<file path="config.mk">
export PLATFORM = sky130hd
export DESIGN_NAME = tx_pam_mapper
export DESIGN_NICKNAME = d
export VERILOG_FILES = /design/src/rtl/tx_pam_mapper.sv
export SDC_FILE = /design/constraint.sdc
export NUM_CORES = 1
export LEC_CHECK = 0
export CAP_MARGIN = 10
export CORE_MARGIN = 3
export CORE_UTILIZATION = 46
export DETAILED_ROUTE_END_ITERATION = 10
export GPL_ROUTABILITY_DRIVEN = 0
export PLACE_DENSITY = 0.81
export SYNTH_ARGS = -nofsm -noshare
export SYNTH_HDL_FRONTEND = slang
export SYNTH_SLANG_ARGS = --single-unit
</file>
<file path="constraint.sdc">
create_clock -name clock -period 1.28 [get_ports clock]
set_clock_uncertainty 0.1 [all_clocks]
set_input_delay 0.192 -clock clock [delete_from_list [all_inputs] [get_ports clock]]
set_output_delay 0.192 -clock clock [all_outputs]
set_load 0.01 [all_outputs]
</file>
<file path="src/rtl/tx_pam_mapper.sv">
// Transmit PAM symbol mapper: frames a PCS byte stream into 4-lane signed symbol vectors for the FFE.
// Optional build macro TX_SCRAMBLE_EN: when defined, data bytes are XOR-scrambled with the LFSR before mapping.
module tx_pam_mapper #(
  parameter int          LEVEL = 32,
  parameter logic [32:0] SEED  = 33'd1
) (
  input  logic       clock,
  input  logic       reset_n,
  input  logic       io_tx_enable,
  input  logic       io_in_valid,
  input  logic       io_in_frame,
  input  logic [7:0] io_in_data,
  output logic       io_in_ready,
  output logic       io_out_valid,
  output logic [7:0] io_out_bits_0,
  output logic [7:0] io_out_bits_1,
  output logic [7:0] io_out_bits_2,
  output logic [7:0] io_out_bits_3,
  output logic       io_underrun
);

  localparam logic [2:0] S_IDLE = 3'd0;
  localparam logic [2:0] S_SSD1 = 3'd1;
  localparam logic [2:0] S_SSD2 = 3'd2;
  localparam logic [2:0] S_DATA = 3'd3;
  localparam logic [2:0] S_ESD1 = 3'd4;
  localparam logic [2:0] S_ESD2 = 3'd5;

  localparam logic [7:0] P2 = 8'(2 * LEVEL);
  localparam logic [7:0] P1 = 8'(LEVEL);
  localparam logic [7:0] N1 = 8'(-LEVEL);
  localparam logic [7:0] N2 = 8'(-2 * LEVEL);

  localparam logic [32:0] SEED_EFF = (SEED == 33'd0) ? 33'd1 : SEED;

  localparam logic [31:0] VEC_SSD1 = {P2, P2, P2, P2};
  localparam logic [31:0] VEC_SSD2 = {N2, P2, P2, P2};
  localparam logic [31:0] VEC_ESD1 = {N2, P2, N2, P2};
  localparam logic [31:0] VEC_ESD2 = {P2, N2, P2, N2};

  logic [2:0]  state_q, state_d;
  logic [32:0] lfsr_q, lfsr_d;
  logic [32:0] lfsr_next_s;
  logic        valid_q, valid_d;
  logic [31:0] bits_q, bits_d;
  logic        ready_q, ready_d;
  logic        underrun_q, underrun_d;
  logic        fire_s;
  logic [7:0]  data_s;

  // Eight serial steps of x^33+x^13+1; the newest bit lands in r[0].
  function automatic logic [32:0] lfsr_advance(input logic [32:0] r_in);
    logic [32:0] r;
    logic        nb;
    r = r_in;
    for (int i = 0; i < 8; i++) begin
      nb = r[32] ^ r[12];
      r  = {r[31:0], nb};
    end
    return r;
  endfunction

  // The first generated bit ends up deepest, so sc is the bit-reversed low byte.
  function automatic logic [7:0] sc_of(input logic [7:0] low);
    logic [7:0] sc;
    for (int i = 0; i < 8; i++) begin
      sc[i] = low[7-i];
    end
    return sc;
  endfunction

  // Idle lanes take sc[3:0], which sit at low[7:4] in reversed order.
  function automatic logic [31:0] idle_vector(input logic [3:0] hi);
    logic [31:0] v;
    for (int k = 0; k < 4; k++) begin
      v[8*k +: 8] = hi[3-k] ? P2 : N2;
    end
    return v;
  endfunction

  function automatic logic [7:0] level_of(input logic [1:0] code);
    logic [7:0] lv;
    case (code)
      2'b00:   lv = N2;
      2'b01:   lv = N1;
      2'b10:   lv = P1;
      default: lv = P2;
    endcase
    return lv;
  endfunction

  function automatic logic [31:0] map_byte(input logic [7:0] s);
    logic [31:0] v;
    for (int k = 0; k < 4; k++) begin
      v[8*k +: 8] = level_of(s[2*k +: 2]);
    end
    return v;
  endfunction

  assign lfsr_next_s = lfsr_advance(lfsr_q);
  assign fire_s      = io_in_valid & ready_q;

`ifdef TX_SCRAMBLE_EN
  assign data_s = io_in_data ^ sc_of(lfsr_next_s[7:0]);
`else
  assign data_s = io_in_data;
`endif

  // Next-state, next-vector and flag logic; disable overrides every state.
  always_comb begin
    state_d    = state_q;
    lfsr_d     = lfsr_q;
    valid_d    = 1'b0;
    bits_d     = 32'h0000_0000;
    underrun_d = underrun_q;
    if (!io_tx_enable) begin
      state_d = S_IDLE;
    end else begin
      valid_d = 1'b1;
      lfsr_d  = lfsr_next_s;
      case (state_q)
        S_IDLE: begin
          bits_d = idle_vector(lfsr_next_s[7:4]);
          if (io_in_valid && io_in_frame) begin
            state_d = S_SSD1;
          end else begin
            state_d = S_IDLE;
          end
        end
        S_SSD1: begin
          bits_d  = VEC_SSD1;
          state_d = S_SSD2;
        end
        S_SSD2: begin
          bits_d  = VEC_SSD2;
          state_d = S_DATA;
        end
        S_DATA: begin
          if (fire_s && io_in_frame) begin
            bits_d  = map_byte(data_s);
            state_d = S_DATA;
          end else if (fire_s) begin
            bits_d  = 32'h0000_0000;
            state_d = S_ESD1;
          end else begin
            bits_d     = 32'h0000_0000;
            underrun_d = 1'b1;
            state_d    = S_ESD1;
          end
        end
        S_ESD1: begin
          bits_d  = VEC_ESD1;
          state_d = S_ESD2;
        end
        S_ESD2: begin
          bits_d  = VEC_ESD2;
          state_d = S_IDLE;
        end
        default: begin
          bits_d  = 32'h0000_0000;
          state_d = S_IDLE;
        end
      endcase
    end
    ready_d = (state_d == S_DATA);
  end

  // State, scrambler and registered outputs.
  always_ff @(posedge clock or negedge reset_n) begin
    if (!reset_n) begin
      state_q    <= S_IDLE;
      lfsr_q     <= SEED_EFF;
      valid_q    <= 1'b0;
      bits_q     <= 32'h0000_0000;
      ready_q    <= 1'b0;
      underrun_q <= 1'b0;
    end else begin
      state_q    <= state_d;
      lfsr_q     <= lfsr_d;
      valid_q    <= valid_d;
      bits_q     <= bits_d;
      ready_q    <= ready_d;
      underrun_q <= underrun_d;
    end
  end

  assign io_in_ready   = ready_q;
  assign io_out_valid  = valid_q;
  assign io_out_bits_0 = bits_q[7:0];
  assign io_out_bits_1 = bits_q[15:8];
  assign io_out_bits_2 = bits_q[23:16];
  assign io_out_bits_3 = bits_q[31:24];
  assign io_underrun   = underrun_q;

endmodule
</file>
==> images/layer_met1.png <==
Drawn at 4 px/micron. Supply wires on this layer in grey.
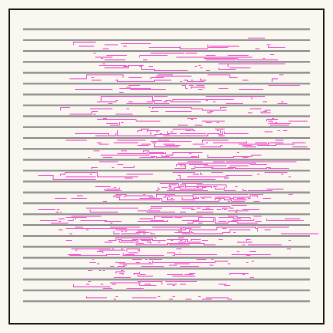
longest straight run: 19.8 microns
main direction: horizontal
share of all routed wire: 43%
via count: 1555
met1 usage: 19.2%
routed wire length: 4600 microns

==> images/layer_met3.png <==
Drawn at 6 px/micron.
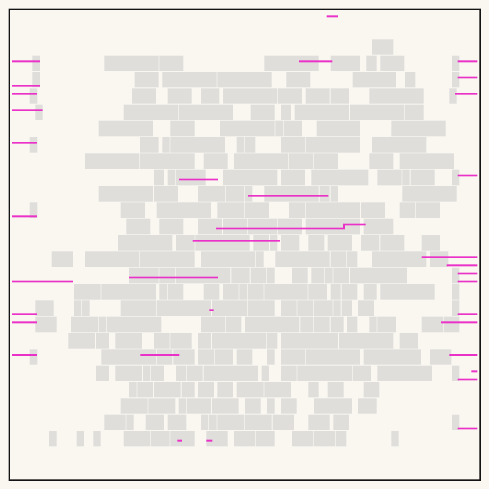
main direction: horizontal
nets with wire on the layer: 29
share of all routed wire: 4.1%
longest straight run: 21.2 microns
wire length on this layer: 187 microns
GRT met3 Usage: 2.98%

==> images/clk_routes.png <==
Drawn at 4 px/micron.
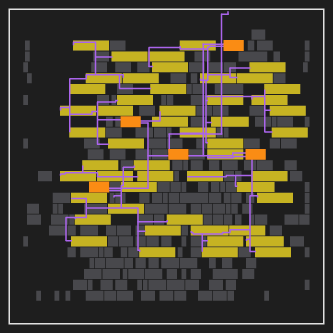
legend:
  orange:
    item: clock drivers
    count: 5
  purple:
    item: clock wires
    length: 544 microns
  yellow:
    item: flip-flops
    count: 51
routed clock nets: 6
Clock Power: 0.000877 W
clock group share of total power: 17.7%
clk ins delay skew pair: 0.30 ns

==> results.ini <==
[timing]
final.setup.worst_slack_ns=-0.0475
finalHoldViolations=0
finalCritPeriodShare_pct=104
post-route-min-period_ns=1.33
setup-violations-final=4
rsz0062_at_grt=true
slew_viol_final=0
clock.fmax_mhz=753

[run]
log.warning_count=37
drv_cap=0

[layout]
drive_gt1_share_pct=34.5
n_antenna_cell=0
fin_nets=279
n_fill_cell=380
area_growth_pct=26.9
final_area_sq_mm=0.00305
final_cell_mix=47 x dfrtp_1, 28 x mux2_2, 26 x buf_4, 20 x conb_1, 12 x ha_1
lay_top_count=dfrtp_1

[worst_setup_path]
worstPathArrival_ns=1.45
setup.worst_path.start_class=flop
path_class=flop to flop
required_ns=1.40
endpoint_kind=flop
crit_path_max_fanout=7

[synth]
yosysWarnings=0
synth_area_sq_mm=0.00240
postSynthSeqShare_pct=53.2
synth_area_per_cell_sq_um=12.0
yosysUniqueCellTypes=31
ys.flops=51
netlist_instances=200
yosysChipArea_sq_mm=0.00240
ys_cells=200

[grt]
globalRouteOverflowTotal=0
grt_pass1_vias=1594
antenna_found_initial=0
grt_max_degree=20
use_met2_pct=26.2
grt_pass1_wl_microns=7380
globalRouteTotalUtil_pct=15.5
busiest_layer=met2

[pwr]
ir_drop_v=0.000884
pwr_density_cell_mw_per_mm2=1630
leakage_nw=1.46
total_power_w=0.00497

[floorplan]
chipArea_sq_mm=0.00612
rows=25
chipWidth_microns=78.2
die_y_microns=78.2
top_level_ports=48

[clock_network]
htree_levels=2
cts_tree=done
root_buffer=clkbuf_8
clkTransAtPathRegs_ns=0.09
clk_path_buf_depth=2

[detailed_routing]
wl_per_cell_microns=14.3
ant_nets=0
route.detailed.drc=0
dr.pass1.iters=4
drtIter0Drc=123
routed_via_density=4.83

[outcome]
status=finished with violations
violations=negative setup slack

[place]
io_buffers=27
place_area_sq_mm=0.00281
hpwl_microns=3240

[worst_hold_path]
hp-class=input port to asynchronous set/reset pin

==> images/clocks.png <==
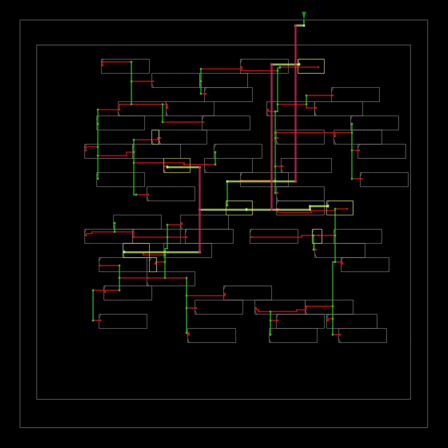
clock buf count: 7
Seq cells: 51
CTS buffer count: 5
CTS sink cnt: 51

==> images/cell_density.png <==
Drawn at 4 px/micron. The die is cut into 8 by 8 equal tiles; white is low, dark blue is high, 0 to 100% covered.
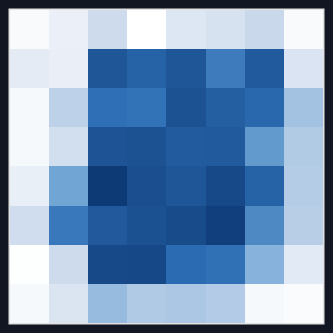
mean over tiles: 48%
densest ninth of the die: centre
emptiest ninth of the die: north-west
tiles over 75% full: 36%
nearly empty tiles: 3.1%
Core Util, Final: 62.5%
floorplan utilization: 49.2%
Core ar.: 0.00488 sq mm

[per-layer routing]
layer	part of all wire, %	vias up
li1	-	735
met1	43	772
met2	51	37
met3	4.0	11
met4	2.4	0
met5	0	-
[state kept, by name, indices dropped and copies added, names as in the netlist]
signal and count:
bits_q 12, io_out_valid 1, io_underrun 1, state_q 3, io_in_ready 1, lfsr_q 33
[through the flow]
stage               TNS (ns)  util (%)  worst slack (ns)  cells  hold WS, ns
floorplan           -0.00494         -          -0.00494    219       -0.204
global route          -0.559      62.5           -0.0969    322        0.291
finish                -0.118      62.5           -0.0475    322        0.264
global placement      -11.72      57.5            -0.345    305       0.0647
CTS                   -0.181      60.5           -0.0518    318        0.282
detailed placement    -12.10      57.5            -0.368    305       0.0703
[kinds of logic after synthesis]
group	count (synthesis)	synth area share, %
compound gates	23	5.84
xor+xnor	8	2.92
fa+ha+maj	12	6.25
buf+inv	38	9.74
flops	51	53.2
mux	28	13.1
other cells	1	0.156
simple gates	39	8.76
[critical path, cell delays in order (launching register included)]
cell and delay [ns]:
dfrtp_1 0.42, nand3b_4 0.22, or3_4 0.36, a21oi_2 0.15
[where the power goes]
group / internal (W) / switching, W
registers: 0.00223 / 0.000383
logic: 0.000868 / 0.000608
clock network: 0.000384 / 0.000493
[layout make-up]
cell class	instances	area, sq um	area share (%)
clock buffers	7	76.3	2.50
well taps	67	83.8	2.75
multi-input cells	130	1050	34.4
inverters	8	30.0	0.985
clock inverters	1	5.00	0.164
repair buffers	58	523	17.2
flip-flops and latches	51	1280	42.0
[worst paths after layout]
path | from | end | slack (ns) | depth (start not counted)
max | state_q[2] | bits_q[6] | -0.05 | 3
min | reset_n | lfsr_q[6] | 0.26 | 2
max reg2reg | state_q[2] | bits_q[6] | -0.05 | 3
min reg2reg | lfsr_q[0] | lfsr_q[0] | 0.40 | 2
max in group asynchronous | reset_n | state_q[0] | 0.36 | 3
min in group clock | io_in_data[6] | bits_q[29] | 0.27 | 4
[synth_stat cells]
master	number	share of area, %
a21boi_0	1	0.31
a21oi_1	12	2.5
a221oi_1	1	0.36
a31o_2	1	0.36
and2_0	1	0.26
and2_1	1	0.26
and3_1	4	1.0
buf_2	4	0.83
buf_4	21	6.6
buf_6	1	0.47
clkbuf_1	4	0.63
conb_1	1	0.16
dfrtp_1	50	52
dfstp_2	1	1.1
ha_1	12	6.3
inv_1	8	1.3
mux2_2	28	13
nand2_1	7	1.1
nand3_2	1	0.42
nand3b_4	1	0.83
nand4_1	1	0.26
nor2_1	12	1.9
nor2b_1	1	0.26
nor3_1	4	0.83
o21a_1	5	1.6
o21ai_0	1	0.21
o22ai_1	2	0.52
or2b_1	1	0.31
or3_1	5	1.3
xnor2_1	5	1.8
xor2_1	3	1.1
[repair_timing]
| action | CTS | global route |
|---|---|---|
| endpoints found under the setup margin | 23 | 21 |
| hold endpoints to repair | 14 | 0 |
| setup buffers | 4 | 4 |
| gates resized | 29 | 24 |
| gates cloned | 0 | 0 |
| pin swaps | 5 | 6 |
| hold buffers | 1 | 0 |
Power and IR drop assume default switching activity.
